[config.mk]
export PLATFORM = sky130hd
export DESIGN_NAME = nlfsr3_seq_ctrl
export DESIGN_NICKNAME = d
export VERILOG_FILES = /design/src/rtl/nlfsr3_seq_ctrl.sv
export SDC_FILE = /design/constraint.sdc
export NUM_CORES = 1
export LEC_CHECK = 0
export CAP_MARGIN = 20
export CORE_MARGIN = 1.5
export CORE_UTILIZATION = 51
export DETAILED_ROUTE_END_ITERATION = 16
export GPL_TIMING_DRIVEN = 0
export PLACE_DENSITY = 0.86
export SLEW_MARGIN = 20
export SYNTH_ARGS = -nofsm -noshare
export SYNTH_HDL_FRONTEND = slang
export SYNTH_SLANG_ARGS = --single-unit
[constraint.sdc]
create_clock -name clk -period 3.3 [get_ports clk]
set_clock_uncertainty 0.2 [all_clocks]
set_input_delay 0.495 -clock clk [delete_from_list [all_inputs] [get_ports clk]]
set_output_delay 0.495 -clock clk [all_outputs]
set_load 0.01 [all_outputs]
[src/rtl/nlfsr3_seq_ctrl.sv]
// Sequencer for the NLFSR3 warbler stage: takes a seed and tweak, shifts the seed in,
// runs the init rounds, then packs keystream bits into words on a valid/ready output.
module nlfsr3_seq_ctrl #(
  parameter int unsigned INIT_CYCLES = 54,
  parameter int unsigned OUT_W       = 8
) (
  input  logic             clk,
  input  logic             rst,
  input  logic             seed_valid,
  output logic             seed_ready,
  input  logic [29:0]      seed_data,
  input  logic [4:0]       seed_tk,
  output logic             nlfsr3_ce,
  output logic             load,
  output logic             init,
  output logic [4:0]       d3,
  output logic [4:0]       tk,
  input  logic             o_warbler,
  output logic             rnd_valid,
  input  logic             rnd_ready,
  output logic [OUT_W-1:0] rnd_data,
  output logic             busy
);

  localparam int unsigned BitW  = (OUT_W > 1) ? $clog2(OUT_W) : 1;
  localparam int unsigned InitW = $clog2(INIT_CYCLES + 1);
  localparam logic [BitW-1:0]  LastBit  = BitW'(OUT_W - 1);
  localparam logic [InitW-1:0] LastInit = InitW'(INIT_CYCLES - 1);

  typedef enum logic [1:0] {StIdle, StLoad, StInit, StRun} state_e;

  state_e           state_q, state_d;
  logic [2:0]       load_cnt_q, load_cnt_d;
  logic [InitW-1:0] init_cnt_q, init_cnt_d;
  logic [BitW-1:0]  bit_cnt_q, bit_cnt_d;
  logic [24:0]      seed_sh_q, seed_sh_d;  // chunks still to be sent, next chunk in [4:0]
  logic [4:0]       d3_q, d3_d;
  logic [4:0]       tk_q, tk_d;
  logic             load_q, init_q, busy_q;
  logic [OUT_W-1:0] acc_q, acc_d;
  logic [OUT_W-1:0] rnd_data_q, rnd_data_d;
  logic             rnd_valid_q, rnd_valid_d;
  logic             accept;
  logic             stall;

  // Handshake and clock-enable decode
  always_comb begin
    seed_ready = !rst && ((state_q == StIdle) || (state_q == StRun));
    accept     = seed_valid && seed_ready;
    // Hold the last bit back while the output register is still occupied
    stall      = (state_q == StRun) && (bit_cnt_q == LastBit) && rnd_valid_q && !rnd_ready;
    nlfsr3_ce  = (state_q == StLoad) || (state_q == StInit) || ((state_q == StRun) && !stall);
  end

  // Next-state and datapath
  always_comb begin
    state_d     = state_q;
    load_cnt_d  = load_cnt_q;
    init_cnt_d  = init_cnt_q;
    bit_cnt_d   = bit_cnt_q;
    seed_sh_d   = seed_sh_q;
    d3_d        = '0;
    tk_d        = tk_q;
    acc_d       = acc_q;
    rnd_data_d  = rnd_data_q;
    rnd_valid_d = rnd_valid_q;

    if (rnd_valid_q && rnd_ready) begin
      rnd_valid_d = 1'b0;
    end

    unique case (state_q)
      StIdle: begin
      end
      StLoad: begin
        if (load_cnt_q == 3'd5) begin
          state_d    = StInit;
          init_cnt_d = '0;
        end else begin
          load_cnt_d = load_cnt_q + 3'd1;
          d3_d       = seed_sh_q[4:0];
          seed_sh_d  = seed_sh_q >> 5;
        end
      end
      StInit: begin
        if (init_cnt_q == LastInit) begin
          state_d   = StRun;
          bit_cnt_d = '0;
          acc_d     = '0;
        end else begin
          init_cnt_d = init_cnt_q + InitW'(1);
        end
      end
      StRun: begin
        if (nlfsr3_ce) begin
          acc_d[bit_cnt_q] = o_warbler;
          if (bit_cnt_q == LastBit) begin
            rnd_data_d  = acc_d;
            rnd_valid_d = 1'b1;
            bit_cnt_d   = '0;
          end else begin
            bit_cnt_d = bit_cnt_q + BitW'(1);
          end
        end
      end
      default: begin
        state_d = StIdle;
      end
    endcase

    // A seed accept (IDLE or RUN) restarts loading; any partial or pending word is dropped
    if (accept) begin
      state_d     = StLoad;
      load_cnt_d  = '0;
      seed_sh_d   = seed_data[29:5];
      d3_d        = seed_data[4:0];
      tk_d        = seed_tk;
      bit_cnt_d   = '0;
      acc_d       = '0;
      rnd_valid_d = 1'b0;
    end
  end

  always_ff @(posedge clk) begin
    if (rst) begin
      state_q     <= StIdle;
      load_cnt_q  <= '0;
      init_cnt_q  <= '0;
      bit_cnt_q   <= '0;
      seed_sh_q   <= '0;
      d3_q        <= '0;
      tk_q        <= '0;
      load_q      <= 1'b0;
      init_q      <= 1'b0;
      busy_q      <= 1'b0;
      acc_q       <= '0;
      rnd_data_q  <= '0;
      rnd_valid_q <= 1'b0;
    end else begin
      state_q     <= state_d;
      load_cnt_q  <= load_cnt_d;
      init_cnt_q  <= init_cnt_d;
      bit_cnt_q   <= bit_cnt_d;
      seed_sh_q   <= seed_sh_d;
      d3_q        <= d3_d;
      tk_q        <= tk_d;
      load_q      <= (state_d == StLoad);
      init_q      <= (state_d == StInit);
      busy_q      <= (state_d == StLoad) || (state_d == StInit);
      acc_q       <= acc_d;
      rnd_data_q  <= rnd_data_d;
      rnd_valid_q <= rnd_valid_d;
    end
  end

  assign load      = load_q;
  assign init      = init_q;
  assign busy      = busy_q;
  assign d3        = d3_q;
  assign tk        = tk_q;
  assign rnd_data  = rnd_data_q;
  assign rnd_valid = rnd_valid_q;

  a_load_has_ce: assert property (@(posedge clk) disable iff (rst) load |-> nlfsr3_ce);
  a_init_has_ce: assert property (@(posedge clk) disable iff (rst) init |-> nlfsr3_ce);
  a_busy_no_seed: assert property (@(posedge clk) disable iff (rst) busy |-> !seed_ready);

endmodule

==> job_summary.md <==
### Yosys + OpenROAD results

| Metric | Value |
|---|---|
| Worst IR drop on VDD | `319 uV` |
| Non-clk buf share | `17.4%` |
| # IOs | `64` |
| Cell area after layout | `4110 sq um` |
| Comb group | `227 uW` |
| Initial antenna violation count | `0` |
| Type of the tightest min-delay check | `reg -> reg` |
| Comb power frac | `10.8%` |
| Post-route ant nets | `0` |
| Syn Nets | `377` |
| WL/cell | `14.4 um` |
| R2R Path Start | `state_q[0]$_SDFF_PP0_` |
| Top cells excl fill/tap | `dfxtp_1, clkdlybuf4s50_1, nor2_1, mux2i_1, nand2_1` |
| Reg2Reg Depth | `9` |
| Worst reg2reg setup slack | `520 ps` |
| Lkg Pwr | `0.00158 uW` |
| Syn_area_per_cell | `9.54 sq um` |
| Yosys xor share | `1.41%` |
| Die Span Y | `81.0 um` |
| Max cap viols | `0` |
| Switching power | `447 uW` |
| Worst-path fanout max | `17` |
| Vias in the first global route | `2,424` |
| Row count | `28` |
| Top cell excl fill/tap | `dfxtp_1` |
| Async S/R FF share, synth | `0%` |
| Top area cell types | `dfxtp_1, mux2i_1, nor2_1, a211oi_1, ha_1` |
| Synth Cell Area | `3100 sq um` |
| Sequential Power Share | `42.3%` |
| Core ar. | `5890 sq um` |
| Pin count of the biggest net entering global routing | `13` |
| WP data arrival | `2160 ps` |
| Comb gates | `228` |
| Floorplan Utilization | `52.7%` |
| Max Slew Vio Count | `0` |
| Layout Cells excl Fill | `477` |
| Fin util | `69.8%` |
| Filler cells | `455` |
| Worst r2r dst | `busy$_SDFF_PP0_` |
| WHS Endpoint | `acc_q[4]$_SDFFE_PP0P_` |
| CP Capture Point | `seed_ready` |
| CP required | `2600 ps` |
| Met3 wire len | `306 um` |
| Clock period minus worst slack | `2850 ps` |
| Layout cell share with drive strength beyond 1 | `7.96%` |
| Reg with most FFs | `seed_sh_q` |
| CTS-repair resized insts | `0` |
| Die W | `81.0 um` |
| Worst hold slack | `261 ps` |
| Port Buf Inserts | `62` |
| Flop area | `1380 sq um` |
| Fmax | `351 MHz` |
| Tap Count | `75` |
| Most frequent cells after synthesis | `dfxtp_1, nor2_1, mux2i_1` |
| First-pass GRT wire length | `11,100 um` |
| DRT met1 WL | `3140 um` |
| # clk buffers | `10` |
| Layout area overhead | `32.4%` |
| Top class by area | `logic gates` |
| Adder-cell share of the synthesized area | `4.84%` |
| H-tree depth | `3` |
| GP Congestion | `0.809` |
| Max power group | `the clock network` |
| CTS Hold Bufs | `0` |
| Final setup vio count | `0` |
| Gate Count Post-Synth | `325` |
| Mux cell area share | `15.5%` |
| Initial DRT Pass Iterations | `4` |
| Clock-cell share | `7.19%` |
| CTS tree | `built` |
| Crit share post-route | `86.4%` |
| CP top delay family | `buffers and inverters` |
| Num CTS Buffers | `9` |
| Fin worst setup slack | `450 ps` |
| Non-clock buffer total of the final layout | `84` |
| Power Clock | `991 uW` |
| Seq pwr | `895 uW` |
| Hold Path Stages | `2` |
| Largest stage delay, worst path | `560 ps` |
| Post-Synth AOI/OAI Area | `13.6%` |
| Worst slack, placed | `515 ps` |
| M3 GR Usage | `6.52%` |
| Outcome | `completed` |
| Worst path slowest cell | `clkdlybuf4s50_1` |
| CTS root buf | `clkbuf_8` |
| Yosys top cell by area | `dfxtp_1` |
| Worst setup path start | `state_q[0]$_SDFF_PP0_` |
| Number of synthesized flops with an enable pin | `0` |
| Cell Type Count | `41` |
| Critical Path Start Type | `flip-flop` |
| WP buf/inv | `3` |
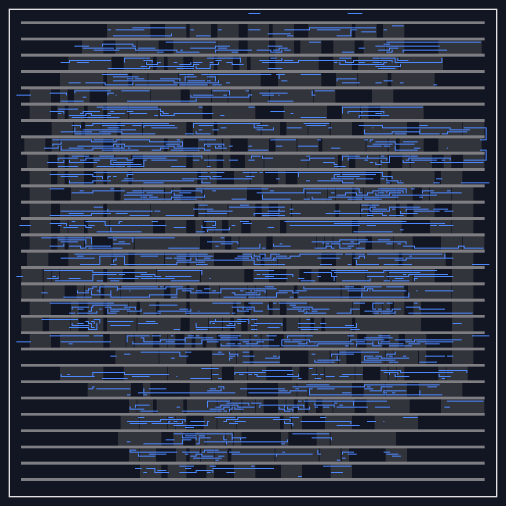
**Above:** signal wires on met1.
Drawn at 6 px/um. Supply wires on this layer in gray. Cells faint in the background.
main direction	horizontal
wire length on this layer	3,140 um
nets with wire on the layer	402
share of all routed wire	46%
longest straight run	22.1 um
via count: 2,524
M1 GR Usage: 27.7%
routed wire length: 6850 um

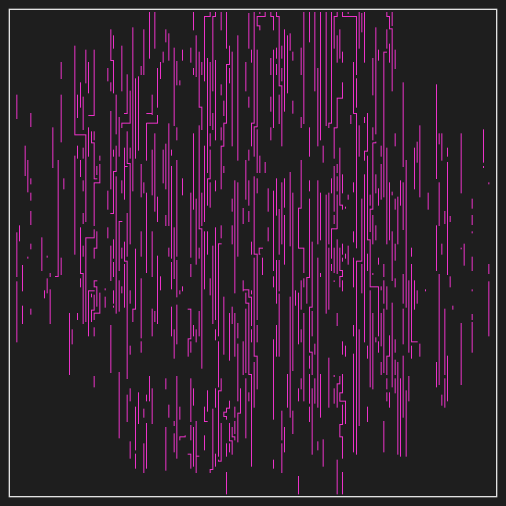
**Above:** metal 2.
Drawn at 6 px/um.
wire length on this layer	3,350 um
share of all routed wire	49%
global routing usage on met2: 37.0%

Power figures rest on the tool's default switching activity, not on a simulated workload.
